Fig. 1: run 1, met3 routing
(1.5 px per µm)
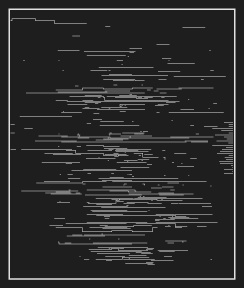
Fig. 2: run 1, cells by drive strength
(3 px per µm)
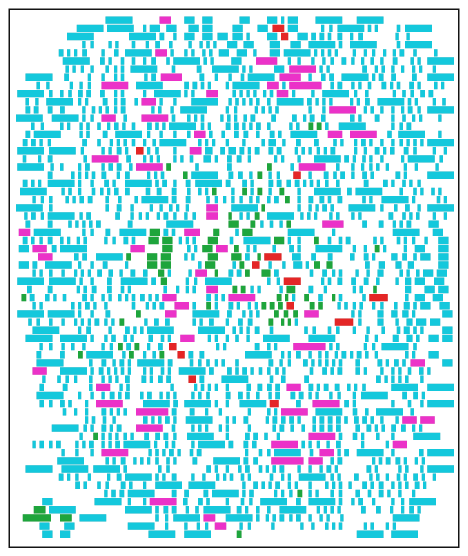
Fig. 3: run 1, congestion heat map
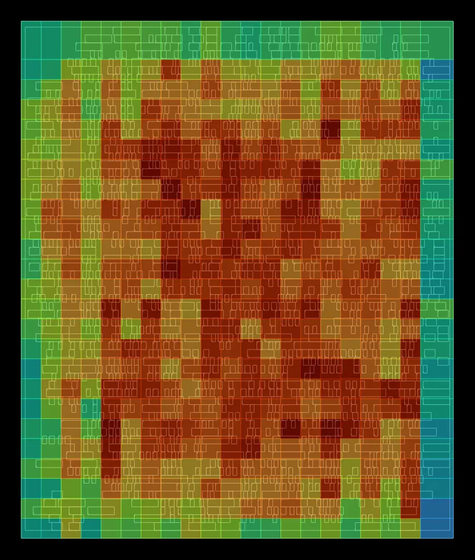
File: src/rtl/regfile_pkg.sv
// ---------------------------------------------------------------------------
// regfile_pkg
//   Shared constants and types for the multi-port register file.
//   - W_DEFAULT / D_DEFAULT : default data and address widths
//   - FLAG_RESET_ZERO/DONE  : reset values of the machine flags
//   - BUSY_RESET            : reset value of every scoreboard bit
//   - flags_t               : the Zero/Done flag pair held by the top
// ---------------------------------------------------------------------------
package regfile_pkg;

  localparam int W_DEFAULT = 8;
  localparam int D_DEFAULT = 4;

  // The machine comes out of reset halted: Done set, Zero clear.
  localparam logic FLAG_RESET_ZERO = 1'b0;
  localparam logic FLAG_RESET_DONE = 1'b1;

  localparam logic BUSY_RESET = 1'b0;

  typedef struct packed {
    logic zero;
    logic done;
  } flags_t;

  localparam flags_t FLAGS_RESET = '{zero: FLAG_RESET_ZERO, done: FLAG_RESET_DONE};

endpackage : regfile_pkg

File: src/rtl/regfile_read_port.sv
// ---------------------------------------------------------------------------
// regfile_read_port
//   One combinational read port of regfile_mp.
//   Ports:
//     regs      in  whole register array, entry i = register i
//     write_en  in  per-write-port enable, already qualified by the top
//                   (reset gated, r0 writes dropped when ZERO_R0 = 1)
//     waddr     in  write addresses, port p at [p*D +: D]
//     data_in   in  write data, port p at [p*W +: W]
//     busy_vec  in  raw scoreboard, bit i = register i pending
//     raddr     in  address read by this port
//     data_out  out register value, forwarded write data, or 0 for r0
//     busy      out pending-result flag for raddr, cleared by a bypassed write
// ---------------------------------------------------------------------------
module regfile_read_port
  import regfile_pkg::*;
#(
  parameter int W       = W_DEFAULT,
  parameter int D       = D_DEFAULT,
  parameter int NW      = 1,
  parameter int BYPASS  = 1,
  parameter int ZERO_R0 = 0
) (
  input  logic [2**D-1:0][W-1:0] regs,
  input  logic [NW-1:0]          write_en,
  input  logic [NW*D-1:0]        waddr,
  input  logic [NW*W-1:0]        data_in,
  input  logic [2**D-1:0]        busy_vec,
  input  logic [D-1:0]           raddr,
  output logic [W-1:0]           data_out,
  output logic                   busy
);

  localparam bit BYPASS_ON  = (BYPASS != 0);
  localparam bit ZERO_R0_ON = (ZERO_R0 != 0);

  logic         hit;      // some enabled write targets raddr this cycle
  logic [W-1:0] fwd_data; // data of the winning (highest-indexed) writer
  logic         use_fwd;

  always_comb begin
    // NOTE: every combinational output gets a default first so no path leaves
    // it unassigned; that keeps the block free of inferred latches.
    hit      = 1'b0;
    fwd_data = '0;
    // Ascending scan: a later match overwrites an earlier one, so the
    // highest-indexed port wins exactly as it does in storage.
    for (int p = 0; p < NW; p++) begin
      if (write_en[p] && (waddr[p*D +: D] == raddr)) begin
        hit      = 1'b1;
        fwd_data = data_in[p*W +: W];
      end
    end
  end

  assign use_fwd = BYPASS_ON && hit;

  always_comb begin
    data_out = use_fwd ? fwd_data : regs[raddr];
    // r0 is hardwired to zero on both the stored and the forwarded path.
    if (ZERO_R0_ON && (raddr == '0)) begin
      data_out = '0;
    end
  end

  // A bypassed write delivers the result this cycle, so the reader need not
  // stall even though the scoreboard bit only clears at the edge.
  assign busy = busy_vec[raddr] & ~use_fwd;

endmodule : regfile_read_port

File: src/rtl/regfile_mp.sv
// ---------------------------------------------------------------------------
// regfile_mp
//   Multi-port register file with per-register scoreboard and Zero/Done flags.
//   Ports:
//     Clk, Reset   rising-edge clock, asynchronous active-high reset
//     WriteEn      NW write enables
//     Waddr        NW write addresses, port p at [p*D +: D]
//     DataIn       NW write data words, port p at [p*W +: W]
//     Raddr        NR read addresses, port r at [r*D +: D]
//     DataOut      NR combinational read data words
//     Busy         NR pending-result flags, one per read port
//     ResvEn       reserve (mark busy) register ResvAddr
//     ResvAddr     register to reserve
//     BusyVec      raw scoreboard, bit i = register i pending
//     FlagWe       load Zero_in / Done_in into the flag register
//     Zero_in/out  Zero flag input / registered output
//     Done_in/out  Done flag input / registered output
//   Write collisions resolve to the highest-indexed port. A reservation
//   beats a write to the same register on the same edge.
// ---------------------------------------------------------------------------
module regfile_mp
  import regfile_pkg::*;
#(
  parameter int W       = W_DEFAULT,
  parameter int D       = D_DEFAULT,
  parameter int NR      = 2,
  parameter int NW      = 1,
  parameter int BYPASS  = 1,
  parameter int ZERO_R0 = 0
) (
  input  logic              Clk,
  input  logic              Reset,
  input  logic [NW-1:0]     WriteEn,
  input  logic [NW*D-1:0]   Waddr,
  input  logic [NW*W-1:0]   DataIn,
  input  logic [NR*D-1:0]   Raddr,
  output logic [NR*W-1:0]   DataOut,
  output logic [NR-1:0]     Busy,
  input  logic              ResvEn,
  input  logic [D-1:0]      ResvAddr,
  output logic [2**D-1:0]   BusyVec,
  input  logic              FlagWe,
  input  logic              Zero_in,
  input  logic              Done_in,
  output logic              Zero_out,
  output logic              Done_out
);

  localparam int NREG       = 2**D;
  localparam bit ZERO_R0_ON = (ZERO_R0 != 0);

  logic [NREG-1:0][W-1:0] regs;
  logic [NREG-1:0]        busy_vec;
  logic [NREG-1:0]        busy_next;
  logic [NW-1:0]          wr_act;   // write enables that really take effect
  logic                   resv_act; // reservation that really takes effect
  flags_t                 flags;

  // Qualified enables: nothing is accepted while Reset is high, and writes or
  // reservations aimed at a hardwired r0 are dropped. The read ports see the
  // same qualified enables so bypass never forwards a dropped write.
  always_comb begin
    for (int p = 0; p < NW; p++) begin
      wr_act[p] = WriteEn[p] && !Reset &&
                  !(ZERO_R0_ON && (Waddr[p*D +: D] == '0));
    end
  end

  assign resv_act = ResvEn && !Reset && !(ZERO_R0_ON && (ResvAddr == '0));

  // -------------------------------------------------------------------------
  // Storage
  // -------------------------------------------------------------------------
  // NOTE: the register array is reset because the architecture defines every
  // register as zero after reset; that rules out mapping it onto a RAM macro.
  always_ff @(posedge Clk or posedge Reset) begin
    // NOTE: sequential state uses non-blocking assignments so each port's
    // write samples pre-edge values and the last assignment wins cleanly.
    if (Reset) begin
      regs <= '0;
    end else begin
      // Ascending order: a higher-indexed port's write to the same address
      // is scheduled last and therefore wins.
      for (int p = 0; p < NW; p++) begin
        if (wr_act[p]) begin
          regs[Waddr[p*D +: D]] <= DataIn[p*W +: W];
        end
      end
    end
  end

  // -------------------------------------------------------------------------
  // Scoreboard: reservation > write-clear > hold
  // -------------------------------------------------------------------------
  always_comb begin
    busy_next = busy_vec;
    for (int p = 0; p < NW; p++) begin
      if (wr_act[p]) begin
        busy_next[Waddr[p*D +: D]] = 1'b0;
      end
    end
    // Applied after the clears: a new producer supersedes a completing one.
    if (resv_act) begin
      busy_next[ResvAddr] = 1'b1;
    end
  end

  always_ff @(posedge Clk or posedge Reset) begin
    if (Reset) begin
      busy_vec <= {NREG{BUSY_RESET}};
    end else begin
      busy_vec <= busy_next;
    end
  end

  assign BusyVec = busy_vec;

  // -------------------------------------------------------------------------
  // Flag register, independent of the register write ports
  // -------------------------------------------------------------------------
  always_ff @(posedge Clk or posedge Reset) begin
    if (Reset) begin
      flags <= FLAGS_RESET;
    end else if (FlagWe) begin
      flags <= '{zero: Zero_in, done: Done_in};
    end
  end

  assign Zero_out = flags.zero;
  assign Done_out = flags.done;

  // -------------------------------------------------------------------------
  // Read ports
  // -------------------------------------------------------------------------
  for (genvar r = 0; r < NR; r++) begin : g_rd
    regfile_read_port #(
      .W       (W),
      .D       (D),
      .NW      (NW),
      .BYPASS  (BYPASS),
      .ZERO_R0 (ZERO_R0)
    ) u_rd (
      .regs     (regs),
      .write_en (wr_act),
      .waddr    (Waddr),
      .data_in  (DataIn),
      .busy_vec (busy_vec),
      .raddr    (Raddr[r*D +: D]),
      .data_out (DataOut[r*W +: W]),
      .busy     (Busy[r])
    );
  end

endmodule : regfile_mp

File: config.mk
export PLATFORM = sky130hd
export DESIGN_NAME = regfile_mp
export DESIGN_NICKNAME = d
export VERILOG_FILES = /design/src/rtl/regfile_pkg.sv /design/src/rtl/regfile_read_port.sv /design/src/rtl/regfile_mp.sv
export SDC_FILE = /design/constraint.sdc
export NUM_CORES = 1
export LEC_CHECK = 0
export ABC_AREA = 1
export CAP_MARGIN = 20
export CELL_PAD_IN_SITES_DETAIL_PLACEMENT = 1
export CELL_PAD_IN_SITES_GLOBAL_PLACEMENT = 1
export CORE_ASPECT_RATIO = 1.2
export CORE_UTILIZATION = 39
export DETAILED_ROUTE_END_ITERATION = 12
export GPL_TIMING_DRIVEN = 0
export PLACE_DENSITY_LB_ADDON = 0.15
export SYNTH_ARGS = -nofsm -noshare
export SYNTH_HDL_FRONTEND = slang
export SYNTH_HIERARCHICAL = 1
export SYNTH_SLANG_ARGS = --single-unit
File: constraint.sdc
create_clock -name Clk -period 5.6 [get_ports Clk]
set_clock_uncertainty 0.1 [all_clocks]
set_input_delay 1.4 -clock Clk [delete_from_list [all_inputs] [get_ports Clk]]
set_output_delay 1.4 -clock Clk [all_outputs]
set_load 0.02 [all_outputs]
==> impl_metrics.toml, run 1 <==
# generated from flow reports
[finish]
clock_area_share_pct = 5.43
logic_area_mm2 = 0.00497
comb_cells = 1140
clkbuf_count = 23
fin_nets = 1719
flop-count = 146

[setup_path]
worst-endpoint-required_ps = 4100
crit_arrival_ps = 3980
path_delay_family = "buffers and inverters"
reg2reg_from = "BusyVec[4]$_DFF_PP0_"
crit_path_start_kind = "input port"
reg2reg_slack_ps = 4750

[clock_tree]
cts_inserted_buffers = 17
clock_latency_ps = 440
cts-root-buf = "clkbuf_16"
clock_path_buffers = 2
cts_sinks = 146

[synth]
ys_sh_adder_pct = 0
synthSimpleGateAreaFrac_pct = 47.0
xor_area_share_pct = 0.172
topCellsByArea = "dfrtp_1, nand2_1, nand3_1, inv_1, buf_2"

[die]
die_w_um = 149

[grt]
grt_util_all_layers_pct = 37.5

[worst_hold_path]
min_to = "regs[43]$_DFFE_PP0P_"
hold_path_class = "flip-flop to flip-flop"

[sta]
slew_headroom_pct = 38.7

[power_and_ir_drop]
clock_net_power_w = 0.00129
p_sw_share_pct = 36.2
powerComb_w = 0.00106

[routing]
drt_iter0_drc = 907
first_pass_iters = 5

[placement]
portBuffers = 60

[outcome]
status = "complete, no violations"

[run]
warnings = 26
Back to the opening pictures, Fig. 1:
longest straight run: 83.3 µm
main direction: horizontal
nets with wire on the layer: 180
share of all routed wire: 8.6%

Back to the opening pictures, Fig. 2:
| size | color | cells | share |
|---|---|---|---|
| x2 | green | 80 | 4.7% |
| x1 and smaller | cyan | 1,545 | 91% |
| x3 and x4 | red | 14 | 0.82% |
| x6 and larger | magenta | 61 | 3.6% |

Back to the opening pictures, Fig. 3:
wire per inst: 23.8 µm
Final Core Density: 46.6%
met2 Usage GRT: 59.4%
GR Layer Usage met3: 7.94%
met1 Use GR: 47.1%

Fig. 4: run 1, gate families picked out
(3 px per µm)
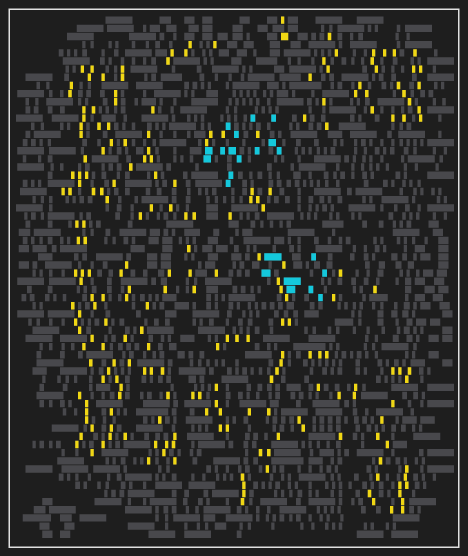

## Run 2: what changed since run 1
- GPL_TIMING_DRIVEN: 0 -> unset
Fig. 5: run 2, gate families picked out
(3 px per µm)
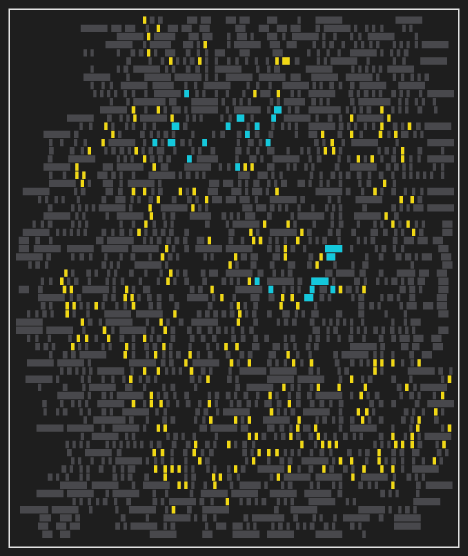
| family | color | cells |
|---|---|---|
| inv cells | yellow | 221 |
| aoi and oai cells | cyan | 22 |

==> run 2 against run 1 <==
  * Global-route usage shrank 4.6 points
  * Cell area shrank 3.0%
  * Largest cell class unchanged
  * Synthesized cell count is the same
  * Register-to-register slack is essentially flat
==> impl_metrics.toml, run 2 <==
# generated from flow reports
[clock_tree]
cts-root-buf = "clkbuf_16"
ctsHtreeMaxLevel = 4
clock_path_buffers = 2
cts_inserted_buffers = 17
cts_sinks = 146

[run]
warnings = 28

[grt]
grt_util_all_layers_pct = 32.9
grt.met1_usage_pct = 42.8
grtUsageMet3_pct = 4.43

[setup_path]
slowest_stage = "clkdlybuf4s50_1"
reg2reg_from = "Zero_out$_DFFE_PP0P_"
critPathKind = "input port to output port"
crit_path_start_kind = "input port"
path_delay_family = "buffers and inverters"
worst-endpoint-required_ps = 4100

[finish]
comb_cells = 1140
flop-count = 146
fin_nets = 1661
clkbuf_count = 18
area_growth_pct = 13.7
final_cell_mix = "nand2_1, nand3_1, inv_1"
clock_area_share_pct = 5.53
fin_util_pct = 45.2
logic_area_mm2 = 0.00498

[routing]
wl_per_cell_um = 21.4
drt_iter0_drc = 869
ant_nets = 0
first_pass_iters = 5

[die]
core-area_mm2 = 0.0255
dieArea_mm2 = 0.0267
die_w_um = 149

[sta]
period_used_pct = 93.8
slew_headroom_pct = 41.5
rsz0062_at_grt = "false"

[placement]
portBuffers = 66
pre_cts_slack_ps = 388

[synth]
ys_sh_adder_pct = 0
topCellsByArea = "dfrtp_1, nand2_1, nand3_1, inv_1, buf_2"
yosysChipArea_mm2 = 0.0102
synthSimpleGateAreaFrac_pct = 47.0

[power_and_ir_drop]
clock_net_power_w = 0.00128
powerComb_w = 0.00102
p_sw_share_pct = 35.9

[outcome]
status = "complete, no violations"

[worst_hold_path]
min_to = "regs[73]$_DFFE_PP0P_"
hold_path_class = "flip-flop to flip-flop"
Fig. 6: run 2, met3 routing
(1.5 px per µm)
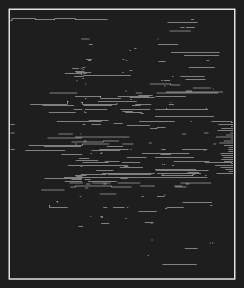

## Run 3: what changed since run 2
- CORE_MARGIN: unset -> 5
- SYNTH_HIERARCHICAL: 1 -> unset
Fig. 7: run 3, met3 routing
(1.5 px per µm)
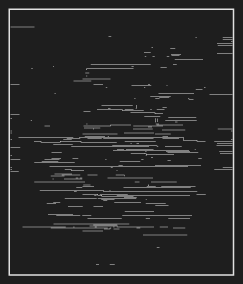
via count: 9,394
Routed WL: 36,800 µm
GR Layer Usage met3: 6.11%

==> run 3 against run 2 <==
  * Sequential share of layout area rose by 3.0 points
  * Cell area decreased by 8.6%
  * Clock-buffer cell count increased by 2
  * Critical path depth decreased by 1
  * First-iteration DRC count decreased by 9.2%
  * Sequential cell count did not move
  * Synthesized cell count down 17%
  * Sequential power shrank 4%
  * Non-clock buffer count increased by 3
  * Critical path type unchanged
==> impl_metrics.toml, run 3 <==
# generated from flow reports
[placement]
pre_cts_slack_ps = 318
portBuffers = 66

[finish]
flop-count = 146
fin_util_pct = 46.7
fin_nets = 1395
clkbuf_count = 20
area_growth_pct = 17.6
logic_area_mm2 = 0.00430

[setup_path]
slowest_stage = "clkdlybuf4s50_1"
path_delay_family = "buffers and inverters"
crit_path_start_kind = "input port"
critPathKind = "input port to output port"

[sta]
rsz0062_at_grt = "false"
period_used_pct = 94.7
slew_headroom_pct = 45.0

[run]
warnings = 26

[synth]
yosysChipArea_mm2 = 0.00898
ys_sh_adder_pct = 0
synthSimpleGateAreaFrac_pct = 37.4

[grt]
grt_util_all_layers_pct = 28.4

[clock_tree]
clock_path_buffers = 2
cts-root-buf = "clkbuf_16"
cts_inserted_buffers = 17

[outcome]
status = "complete, no violations"

[routing]
ant_nets = 0
first_pass_iters = 5
drt_iter0_drc = 789

[power_and_ir_drop]
powerComb_w = 0.00108
clock_net_power_w = 0.00124
Power is estimated from default activity; no workload was simulated.
